$ cat src/rtl/hood_disp_pkg.sv
// Shared types, glyph codes and segment patterns for the hood status display.
package hood_disp_pkg;

  typedef enum logic [3:0] {
    GLYPH_0     = 4'd0,
    GLYPH_1     = 4'd1,
    GLYPH_2     = 4'd2,
    GLYPH_3     = 4'd3,
    GLYPH_4     = 4'd4,
    GLYPH_5     = 4'd5,
    GLYPH_6     = 4'd6,
    GLYPH_7     = 4'd7,
    GLYPH_8     = 4'd8,
    GLYPH_9     = 4'd9,
    GLYPH_DASH  = 4'd10,
    GLYPH_BLANK = 4'd11,
    GLYPH_H     = 4'd12,
    GLYPH_L     = 4'd13,
    GLYPH_P     = 4'd14
  } glyph_e;

  typedef enum logic [1:0] {
    PAGE_CLOCK = 2'd0,
    PAGE_WORK  = 2'd1,
    PAGE_LEVEL = 2'd2
  } page_e;

  // Segment order {dp,g,f,e,d,c,b,a}, active-high.
  localparam logic [7:0] SEG_0     = 8'h3F;
  localparam logic [7:0] SEG_1     = 8'h06;
  localparam logic [7:0] SEG_2     = 8'h5B;
  localparam logic [7:0] SEG_3     = 8'h4F;
  localparam logic [7:0] SEG_4     = 8'h66;
  localparam logic [7:0] SEG_5     = 8'h6D;
  localparam logic [7:0] SEG_6     = 8'h7D;
  localparam logic [7:0] SEG_7     = 8'h07;
  localparam logic [7:0] SEG_8     = 8'h7F;
  localparam logic [7:0] SEG_9     = 8'h6F;
  localparam logic [7:0] SEG_DASH  = 8'h40;
  localparam logic [7:0] SEG_BLANK = 8'h00;
  localparam logic [7:0] SEG_H     = 8'h76;
  localparam logic [7:0] SEG_L     = 8'h38;
  localparam logic [7:0] SEG_P     = 8'h73;

  // One coherent sample of everything a frame shows.
  typedef struct packed {
    logic [5:0] hour;
    logic [5:0] minute;
    logic [5:0] second;
    logic [5:0] work_hours;
    logic [5:0] work_minutes;
    logic [3:0] smoke_lvl;
    logic [5:0] hand_time;
    logic       remind;
    page_e      page;
  } snap_t;

  // Decimal digits 0..9 share their value with the glyph code.
  function automatic glyph_e digit_glyph(input logic [3:0] d);
    return glyph_e'(d);
  endfunction

  function automatic logic [7:0] glyph_to_seg(input glyph_e g);
    logic [7:0] s;
    case (g)
      GLYPH_0:    s = SEG_0;
      GLYPH_1:    s = SEG_1;
      GLYPH_2:    s = SEG_2;
      GLYPH_3:    s = SEG_3;
      GLYPH_4:    s = SEG_4;
      GLYPH_5:    s = SEG_5;
      GLYPH_6:    s = SEG_6;
      GLYPH_7:    s = SEG_7;
      GLYPH_8:    s = SEG_8;
      GLYPH_9:    s = SEG_9;
      GLYPH_DASH: s = SEG_DASH;
      GLYPH_H:    s = SEG_H;
      GLYPH_L:    s = SEG_L;
      GLYPH_P:    s = SEG_P;
      default:    s = SEG_BLANK;
    endcase
    return s;
  endfunction

endpackage

$ cat src/rtl/hood_bcd6.sv
// Combinational 6-bit binary (0..63) to two decimal digits.
module hood_bcd6 (
  input  logic [5:0] bin_i,
  output logic [3:0] tens_o,
  output logic [3:0] ones_o
);

  logic [5:0] base;

  always_comb begin
    tens_o = 4'd0;
    base   = 6'd0;
    if (bin_i >= 6'd60) begin
      tens_o = 4'd6;
      base   = 6'd60;
    end else if (bin_i >= 6'd50) begin
      tens_o = 4'd5;
      base   = 6'd50;
    end else if (bin_i >= 6'd40) begin
      tens_o = 4'd4;
      base   = 6'd40;
    end else if (bin_i >= 6'd30) begin
      tens_o = 4'd3;
      base   = 6'd30;
    end else if (bin_i >= 6'd20) begin
      tens_o = 4'd2;
      base   = 6'd20;
    end else if (bin_i >= 6'd10) begin
      tens_o = 4'd1;
      base   = 6'd10;
    end
    ones_o = 4'(bin_i - base);
  end

endmodule

$ cat src/rtl/hood_display.sv
// Multiplexed 8-digit seven-segment driver for the range-hood status bus,
// with per-frame input snapshots, three pages and reminder blinking.
module hood_display
  import hood_disp_pkg::*;
#(
  parameter int unsigned SCAN_DIV  = 100_000,
  parameter int unsigned BLINK_DIV = 50_000_000
) (
  input  logic       clk,
  input  logic       reset,
  input  logic       power_on,
  input  logic       page_pulse,
  input  logic       remind,
  input  logic [5:0] hour,
  input  logic [5:0] minute,
  input  logic [5:0] second,
  input  logic [5:0] work_hours,
  input  logic [5:0] work_minutes,
  input  logic [3:0] smoke_lvl,
  input  logic [5:0] hand_time,
  output logic [7:0] seg,
  output logic [7:0] an
);

  localparam int unsigned ScanW     = (SCAN_DIV > 1) ? $clog2(SCAN_DIV) : 1;
  localparam int unsigned BlinkW    = (BLINK_DIV > 1) ? $clog2(BLINK_DIV) : 1;
  localparam int unsigned NumFields = 7;
  localparam int unsigned FldHour   = 0;
  localparam int unsigned FldMin    = 1;
  localparam int unsigned FldSec    = 2;
  localparam int unsigned FldWh     = 3;
  localparam int unsigned FldWm     = 4;
  localparam int unsigned FldLvl    = 5;
  localparam int unsigned FldHand   = 6;

  logic [ScanW-1:0]  scan_cnt_q, scan_cnt_d;
  logic [BlinkW-1:0] blink_cnt_q, blink_cnt_d;
  logic              blink_on_q, blink_on_d;
  logic [2:0]        dig_q, dig_d;
  page_e             page_q, page_d;
  snap_t             shadow_q, shadow_d;
  logic [7:0]        seg_q, seg_d;
  logic [7:0]        an_q, an_d;

  logic              scan_tick;
  logic              blink_tc;
  logic              frame_wrap;
  logic [2:0]        pos;
  glyph_e            glyph;
  logic [5:0]        field_bin  [NumFields];
  logic [3:0]        field_tens [NumFields];
  logic [3:0]        field_ones [NumFields];

  assign scan_tick  = (scan_cnt_q == ScanW'(SCAN_DIV - 1));
  assign blink_tc   = (blink_cnt_q == BlinkW'(BLINK_DIV - 1));
  assign frame_wrap = scan_tick && (dig_q == 3'd7);
  // Digit index 0 is the leftmost digit, driven by an[7].
  assign pos        = ~dig_d;

  always_comb begin
    scan_cnt_d  = scan_tick ? '0 : scan_cnt_q + 1'b1;
    dig_d       = scan_tick ? dig_q + 3'd1 : dig_q;
    blink_cnt_d = blink_tc ? '0 : blink_cnt_q + 1'b1;
    blink_on_d  = blink_tc ? ~blink_on_q : blink_on_q;
  end

  always_comb begin
    page_d = page_q;
    if (!power_on) begin
      page_d = PAGE_CLOCK;
    end else if (page_pulse) begin
      case (page_q)
        PAGE_CLOCK: page_d = PAGE_WORK;
        PAGE_WORK:  page_d = PAGE_LEVEL;
        default:    page_d = PAGE_CLOCK;
      endcase
    end
  end

  // Capture the whole frame's inputs at once so a frame never mixes samples.
  always_comb begin
    shadow_d = shadow_q;
    if (frame_wrap) begin
      shadow_d.hour         = hour;
      shadow_d.minute       = minute;
      shadow_d.second       = second;
      shadow_d.work_hours   = work_hours;
      shadow_d.work_minutes = work_minutes;
      shadow_d.smoke_lvl    = smoke_lvl;
      shadow_d.hand_time    = hand_time;
      shadow_d.remind       = remind;
      shadow_d.page         = page_q;
    end
    // Keeps a stale page from surviving a short power-off.
    if (!power_on) begin
      shadow_d.page = PAGE_CLOCK;
    end
  end

  always_comb begin
    field_bin[FldHour] = shadow_d.hour;
    field_bin[FldMin]  = shadow_d.minute;
    field_bin[FldSec]  = shadow_d.second;
    field_bin[FldWh]   = shadow_d.work_hours;
    field_bin[FldWm]   = shadow_d.work_minutes;
    field_bin[FldLvl]  = {2'b00, shadow_d.smoke_lvl};
    field_bin[FldHand] = shadow_d.hand_time;
  end

  for (genvar i = 0; i < NumFields; i++) begin : g_bcd
    hood_bcd6 u_bcd (
      .bin_i  (field_bin[i]),
      .tens_o (field_tens[i]),
      .ones_o (field_ones[i])
    );
  end

  always_comb begin
    glyph = GLYPH_BLANK;
    case (shadow_d.page)
      PAGE_WORK: begin
        unique case (pos)
          3'd7:       glyph = GLYPH_H;
          3'd6, 3'd5: glyph = GLYPH_BLANK;
          3'd4:       glyph = digit_glyph(field_tens[FldWh]);
          3'd3:       glyph = digit_glyph(field_ones[FldWh]);
          3'd2:       glyph = GLYPH_DASH;
          3'd1:       glyph = digit_glyph(field_tens[FldWm]);
          3'd0:       glyph = digit_glyph(field_ones[FldWm]);
        endcase
      end
      PAGE_LEVEL: begin
        unique case (pos)
          3'd7:       glyph = GLYPH_L;
          3'd6:       glyph = digit_glyph(field_tens[FldLvl]);
          3'd5:       glyph = digit_glyph(field_ones[FldLvl]);
          3'd4, 3'd3: glyph = GLYPH_BLANK;
          3'd2:       glyph = GLYPH_P;
          3'd1:       glyph = digit_glyph(field_tens[FldHand]);
          3'd0:       glyph = digit_glyph(field_ones[FldHand]);
        endcase
      end
      default: begin
        unique case (pos)
          3'd7:       glyph = digit_glyph(field_tens[FldHour]);
          3'd6:       glyph = digit_glyph(field_ones[FldHour]);
          3'd5, 3'd2: glyph = GLYPH_DASH;
          3'd4:       glyph = digit_glyph(field_tens[FldMin]);
          3'd3:       glyph = digit_glyph(field_ones[FldMin]);
          3'd1:       glyph = digit_glyph(field_tens[FldSec]);
          3'd0:       glyph = digit_glyph(field_ones[FldSec]);
        endcase
      end
    endcase
  end

  // Segments and anode share one register stage, so there is no ghosting cycle.
  always_comb begin
    seg_d = seg_q;
    an_d  = an_q;
    if (!power_on) begin
      seg_d = '0;
      an_d  = '0;
    end else if (scan_tick) begin
      an_d  = 8'd1 << pos;
      seg_d = (shadow_d.remind && !blink_on_q) ? SEG_BLANK : glyph_to_seg(glyph);
    end
  end

  always_ff @(posedge clk or negedge reset) begin
    if (!reset) begin
      scan_cnt_q  <= '0;
      blink_cnt_q <= '0;
      blink_on_q  <= 1'b1;
      dig_q       <= 3'd0;
      page_q      <= PAGE_CLOCK;
      shadow_q    <= '0;
      seg_q       <= '0;
      an_q        <= '0;
    end else begin
      scan_cnt_q  <= scan_cnt_d;
      blink_cnt_q <= blink_cnt_d;
      blink_on_q  <= blink_on_d;
      dig_q       <= dig_d;
      page_q      <= page_d;
      shadow_q    <= shadow_d;
      seg_q       <= seg_d;
      an_q        <= an_d;
    end
  end

  assign seg = seg_q;
  assign an  = an_q;

endmodule

$ cat config.mk
export PLATFORM = sky130hd
export DESIGN_NAME = hood_display
export DESIGN_NICKNAME = d
export VERILOG_FILES = /design/src/rtl/hood_disp_pkg.sv /design/src/rtl/hood_bcd6.sv /design/src/rtl/hood_display.sv
export SDC_FILE = /design/constraint.sdc
export NUM_CORES = 1
export LEC_CHECK = 0
export CORE_UTILIZATION = 60
export DETAILED_ROUTE_END_ITERATION = 10
export GPL_ROUTABILITY_DRIVEN = 0
export PLACE_DENSITY = 0.91
export SETUP_SLACK_MARGIN = 0.3
export SLEW_MARGIN = 20
export SYNTH_ARGS = -nofsm -noshare
export SYNTH_HDL_FRONTEND = slang
export SYNTH_SLANG_ARGS = --single-unit
$ cat constraint.sdc
create_clock -name clk -period 11.6 [get_ports clk]
set_input_delay 1.16 -clock clk [delete_from_list [all_inputs] [get_ports clk]]
set_output_delay 1.16 -clock clk [all_outputs]
set_load 0.02 [all_outputs]
Clock routing:
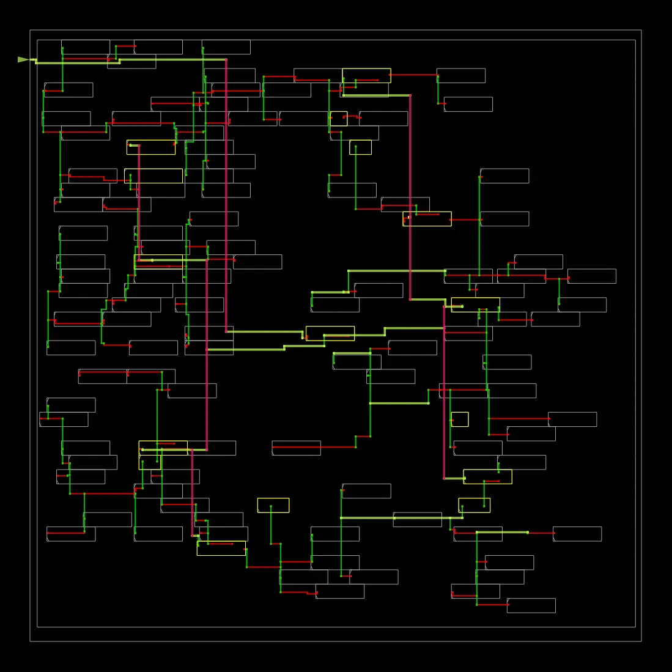
clock tree skew after final layout: 10.1 ps
number of buffers inserted during clock tree synthesis: 9

Clock network drawn from the DEF:
Drawn at 4 px/um.
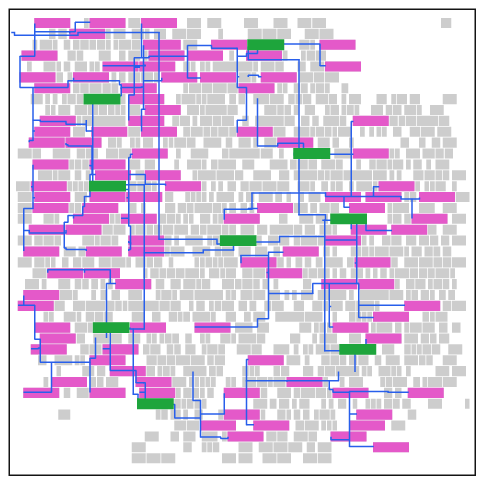
- clock drivers: green (count 9)
- flip-flops: magenta (count 107)
- clock wires: blue (length 1,350 um)
- routed clock nets: 10
clock share of power: 41.5%
Clk power: 337 uW
clock latency reported for the late side of the worst-skew pair: 370 ps

==> Changelog: implementation <==
### Metrics

* Crit end category: flip-flop
* Min Clock Period, post-route at just under 6000 ps
* FF/Latch Area at between 2000 and 3000 um2
* Share of synthesized registers carrying an async set or reset at 100%
* Finish-stage setup viols at 0
* Slew headroom at between 40 and 50%
* Setup repair after global routing missed its margin: false
* Vias/cell at between 6 and 7
* Total internal power at between 500 and 600 uW
* Longest individual stage delay on the worst path at 910 ps
* Wire length of the first global-routing pass at 33.1 mm
* CTS tree: done
* Vias at around 7,300
* Sum of net half-perimeters after detailed placement at 14.0 mm
* Final number of max-transition violations at 0
* WHS Endpoint: blink_cnt_q[4]$_DFF_PN0_
* Total tool warning count at 32
* Net switching share of the total power at about a quarter
* Combinational cell fraction of total power at a little under an eighth
* Required @ worst endpoint at about 12,000 ps
* Number of nets at floorplan at between 1,000 and 1,500
* NetSw at about 220 uW
* Routed Wire Length at between 15 and 20 mm
* Crit. path cell count at 16
* Initial antenna violation count at 0
* Status: finished clean
* # Post-CTS Setup Buffers at 0
* Core Box Area at roughly 13,000 um2
* First-pass iteration count of the detailed router at 8
* IR drop worst, VDD at 0.0883 mV
* Max_cap viols at 0
* First element of the critical path: dig_q[0]$_DFF_PN0_
* Hold wc startpoint: blink_cnt_q[4]$_DFF_PN0_
* Global route total overflow at 0
* Cell total in the yosys stat output at approximately 930
* Worst Setup Path Type: flip-flop to flip-flop
* Io pins at 61
* Beginning of the worst register-to-register path: dig_q[0]$_DFF_PN0_
* Worst path buffer plus inverter count at 2
-- logic make-up after synthesis --
kind of cell / synth area share [%]
simple gates: 23.8
compound gates: 20.3
flops: 34.3
buf+inv: 5.16
xor+xnor: 5.59
mux: 5.43
fa+ha+maj: 5.38
other cells: 0.0480
-- metrics by stage --
step | worst slack, ps | power [uW] | cell area [um2]
4_1_cts | 5920 | 814 | 8800
6_report | 5820 | 812 | 8830
5_1_grt | 5450 | 840 | 8830
3_5_place_dp | 5970 | 480 | 8470
3_3_place_gp | 6210 | 477 | 8470
2_1_floorplan | 6860 | 437 | 7820
-- flip-flops by register name, summed over array words and instances, names as in the netlist --
signal	cells
an	8
dig_q	3
blink_cnt_q	26
seg	7
scan_cnt_q	17
shadow_q	43
page_q	2
blink_on_q	1
-- area by class of cell --
| class | instances | area share, % |
|---|---|---|
| Clock inverter | 7 | 1.16 |
| Tap cell | 172 | 2.44 |
| Clock buffer | 9 | 2.55 |
| Multi-Input combinational cell | 732 | 53.6 |
| Timing Repair Buffer | 68 | 7.65 |
| Inverter | 51 | 2.22 |
| Sequential cell | 107 | 30.3 |
-- cells in the mapped netlist (6+ instances only) --
| master | count | area, um2 |
|---|---|---|
| sky130_fd_sc_hd__and3_1 | 8 | 50.1 |
| sky130_fd_sc_hd__inv_1 | 49 | 184 |
| sky130_fd_sc_hd__ha_1 | 20 | 250 |
| sky130_fd_sc_hd__mux2_2 | 6 | 67.6 |
| sky130_fd_sc_hd__o22ai_1 | 6 | 37.5 |
| sky130_fd_sc_hd__o21ai_1 | 6 | 30.0 |
| sky130_fd_sc_hd__a21oi_1 | 38 | 190 |
| sky130_fd_sc_hd__nor2b_1 | 27 | 169 |
| sky130_fd_sc_hd__o21ai_0 | 56 | 280 |
| sky130_fd_sc_hd__nor2_1 | 72 | 270 |
| sky130_fd_sc_hd__a21o_1 | 7 | 52.6 |
| sky130_fd_sc_hd__dfrtp_1 | 106 | 2650 |
| sky130_fd_sc_hd__nand2_1 | 136 | 510 |
| sky130_fd_sc_hd__xor2_1 | 20 | 175 |
| sky130_fd_sc_hd__o2111ai_1 | 9 | 78.8 |
| sky130_fd_sc_hd__fa_1 | 6 | 120 |
| sky130_fd_sc_hd__nand4_1 | 11 | 68.8 |
| sky130_fd_sc_hd__o211ai_1 | 12 | 90.1 |
| sky130_fd_sc_hd__nand3_1 | 39 | 195 |
| sky130_fd_sc_hd__a22oi_1 | 7 | 52.6 |
| sky130_fd_sc_hd__clkbuf_1 | 30 | 113 |
| sky130_fd_sc_hd__a31oi_1 | 10 | 62.6 |
| sky130_fd_sc_hd__a211oi_1 | 13 | 97.6 |
| sky130_fd_sc_hd__mux2i_1 | 33 | 330 |
| sky130_fd_sc_hd__xnor2_1 | 28 | 245 |
| sky130_fd_sc_hd__nor4_1 | 6 | 37.5 |
| sky130_fd_sc_hd__nand2b_1 | 31 | 194 |
| sky130_fd_sc_hd__nor3_1 | 10 | 50.1 |
| sky130_fd_sc_hd__a21boi_0 | 11 | 82.6 |
-- per-layer routing --
layer / global-route usage [%] / part of all wire (%)
met5: 0 / 0
met4: 16.6 / 4.2
met3: 5.03 / 7.5
met1: 41.3 / 41
met2: 50.4 / 47
Power figures rest on the tool's default switching activity, not on a simulated workload.
